`src/rtl/partial_full_adder.sv`:
```
// Bit-sliced partial full adder: per-slice sum, generate and propagate, registered once behind a valid.
// Define PFA_GROUP_PG_EN to add registered group generate/propagate outputs (grp_g, grp_p).
module partial_full_adder #(
    parameter int WIDTH = 1
) (
    input  logic             clk,
    input  logic             rst,
    input  logic             in_valid,
    input  logic [WIDTH-1:0] a,
    input  logic [WIDTH-1:0] b,
    input  logic [WIDTH-1:0] ci,
    output logic             out_valid,
    output logic [WIDTH-1:0] sum,
    output logic [WIDTH-1:0] g,
    output logic [WIDTH-1:0] p
`ifdef PFA_GROUP_PG_EN
    ,
    output logic             grp_g,
    output logic             grp_p
`endif
);

`ifdef PFA_GROUP_PG_EN
    // Fold from slice 0 upward so the MSB term dominates: g[W-1] | p[W-1]&(g[W-2] | ...)
    function automatic logic group_generate(input logic [WIDTH-1:0] gen,
                                            input logic [WIDTH-1:0] prop);
        logic acc;
        acc = 1'b0;
        for (int i = 0; i < WIDTH; i++) begin
            acc = gen[i] | (prop[i] & acc);
        end
        return acc;
    endfunction
`endif

    logic [WIDTH-1:0] sum_s;
    logic [WIDTH-1:0] g_s;
    logic [WIDTH-1:0] p_s;
    logic             out_valid_r;
    logic [WIDTH-1:0] sum_r;
    logic [WIDTH-1:0] g_r;
    logic [WIDTH-1:0] p_r;

    // Per-slice terms; propagate is the XOR form so that sum = p ^ ci
    always_comb begin
        g_s   = a & b;
        p_s   = a ^ b;
        sum_s = p_s ^ ci;
    end

    // Result register: reset wins, otherwise load on valid and hold otherwise
    always_ff @(posedge clk) begin
        if (rst) begin
            out_valid_r <= 1'b0;
            sum_r       <= {WIDTH{1'b0}};
            g_r         <= {WIDTH{1'b0}};
            p_r         <= {WIDTH{1'b0}};
        end else begin
            out_valid_r <= in_valid;
            if (in_valid) begin
                sum_r <= sum_s;
                g_r   <= g_s;
                p_r   <= p_s;
            end
        end
    end

    assign out_valid = out_valid_r;
    assign sum       = sum_r;
    assign g         = g_r;
    assign p         = p_r;

`ifdef PFA_GROUP_PG_EN
    logic grp_g_s;
    logic grp_p_s;
    logic grp_g_r;
    logic grp_p_r;

    // Group terms come from the same unregistered slice terms as sum/g/p
    always_comb begin
        grp_g_s = group_generate(g_s, p_s);
        grp_p_s = &p_s;
    end

    // Group register shares the timing and reset of the slice results
    always_ff @(posedge clk) begin
        if (rst) begin
            grp_g_r <= 1'b0;
            grp_p_r <= 1'b0;
        end else if (in_valid) begin
            grp_g_r <= grp_g_s;
            grp_p_r <= grp_p_s;
        end
    end

    assign grp_g = grp_g_r;
    assign grp_p = grp_p_r;
`endif

endmodule

```
`config.mk`:
```
export PLATFORM = sky130hd
export DESIGN_NAME = partial_full_adder
export DESIGN_NICKNAME = d
export VERILOG_FILES = /design/src/rtl/partial_full_adder.sv
export SDC_FILE = /design/constraint.sdc
export NUM_CORES = 1
export LEC_CHECK = 0
export CELL_PAD_IN_SITES_DETAIL_PLACEMENT = 2
export CELL_PAD_IN_SITES_GLOBAL_PLACEMENT = 2
export CORE_AREA = 2 2 39 41
export CTS_BUF_LIST = sky130_fd_sc_hd__clkbuf_8 sky130_fd_sc_hd__clkbuf_16
export DETAILED_ROUTE_END_ITERATION = 8
export DIE_AREA = 0 0 41 43
export GPL_TIMING_DRIVEN = 0
export PLACE_DENSITY_LB_ADDON = 0.1
export SYNTH_ARGS = -nofsm -noshare
export SYNTH_HDL_FRONTEND = slang
export SYNTH_SLANG_ARGS = --single-unit
```
`constraint.sdc`:
```
create_clock -name clk -period 1 [get_ports clk]
set_clock_uncertainty 0.05 [all_clocks]
set_input_delay 0.1 -clock clk [delete_from_list [all_inputs] [get_ports clk]]
set_output_delay 0.1 -clock clk [all_outputs]
set_load 0.02 [all_outputs]
```
**Cells colored by class**

Drawn at 12 px/um.
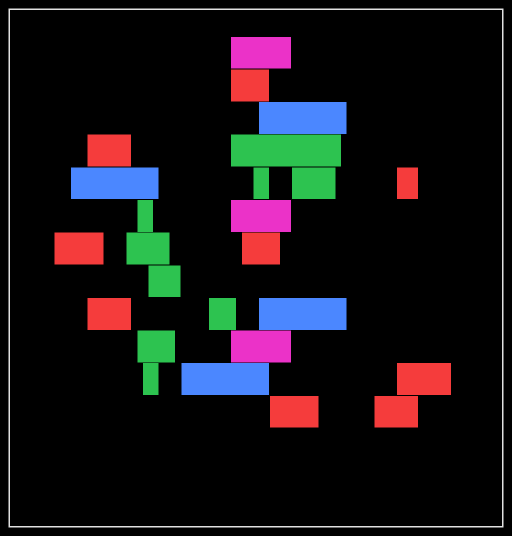
Key: all other logic = green [cells 9, share of their area 27%]; cells driving clock nets = magenta [cells 3, share of their area 14%]; flip-flops = blue [cells 4, share of their area 28%]; other buffers and delay cells = red [cells 9, share of their area 30%]

**Metal layers overlaid**

Drawn at 8 px/um.
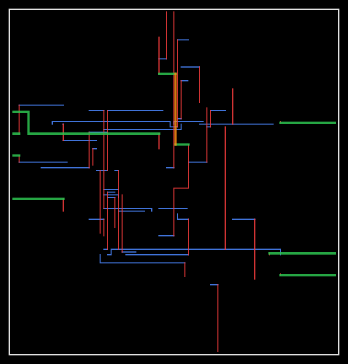
Key: met3 = green [wire length 53.9 um]; met4 = orange [wire length 8.80 um]; met1 = blue [wire length 160 um]; met2 = red [wire length 188 um]

**Routed clock nets over the placement**

Drawn at 6 px/um.
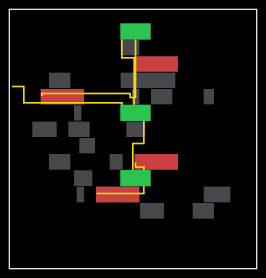
Key: cells driving clock nets = green [count 3]; flip-flops = red [count 4]; clock wires = yellow [length 98.2 um]
There are 4 routed clock nets.

==> out/results.txt <==
Remaining Overflow, GRT: 0
Met3 Routed Length: 53 um
Hold wc startpoint: in_valid
Critical path's top delay family: flip-flops
IO Pins: 10
R2R depth: 2
Seq area share: 26.0%
Clk_lat worst skew: 0.22 ns
Initial drt markers: 0
Via count: 141
Met2 WL: 187 um
Fp util: 10.6%
R2R Setup Slk: 0.27 ns
Max Transition Viols Final: 0
Max cap viols: 0
Power share of the sequential group: 29.4%
Final period util: 95.5%
Largest class: non-clock buffers
Crit path time final: 0.955 ns
Vias in the first global route: 161
Gate Count Post-Synth: 13
Uppermost layer routed: met4
N_diodes: 0
Main area contributors: dfxtp_1 (55%), mux2i_1 (14%), ha_1 (8.5%)
Core area: 1380 sq um
Post-CTS sizing: 12
Area growth syn-to-layout: 110%
Outcome: completed
Non-clk bufs: 9
Startpoint types: flop
**Congestion heat map**

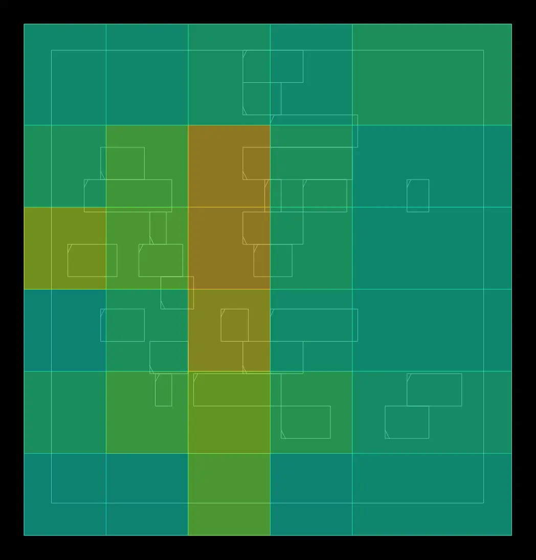
routed wire length per instance: 10.0 um
met3 usage: 4.71%
GRT Resource Usage Total: 6.42%
utilization after layout: 22.2%
met1 Use GR: 6.73%

**Sizing map**

Drawn at 8 px/um.
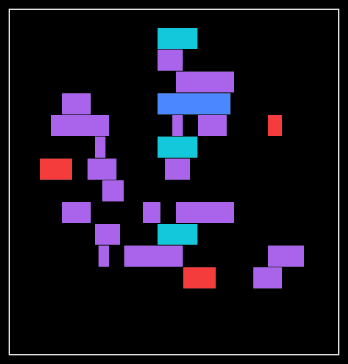
Key: drive 6 and up = cyan [cells 3, share 12%]; drive 2 = red [cells 3, share 12%]; drive 1 or less = purple [cells 18, share 72%]; drive 3 to 4 = blue [cells 1, share 4.0%]

==> synth_stat cells (all sizes together) <==
cell / number
mux2i: 2
nor2b: 1
xnor2: 1
dfxtp: 4
ha: 1
a211oi: 1
nor2: 3
==> cell families after synthesis <==
logic type	share of synthesized area (%)
muxes	13.7
xor gates and xnor gates	5.98
adders and majority gates	8.55
and+or+nand+nor	12.0
DFF	54.7
AOI/OAI and AO/OA	5.13
==> per-stage QoR <==
stage,setup TNS (ns),util (%),setup WS (ns),area (sq um),total power [uW]
floorplan,0,-,0.150,146,213
global placement,-0.848,18.5,-0.319,256,261
detailed placement,-0.967,18.5,-0.372,256,263
CTS,0,22.3,0.000943,309,610
global route,0,22.2,0.0197,308,631
finish,0,22.2,0.0451,308,598
Power and IR drop assume default switching activity.
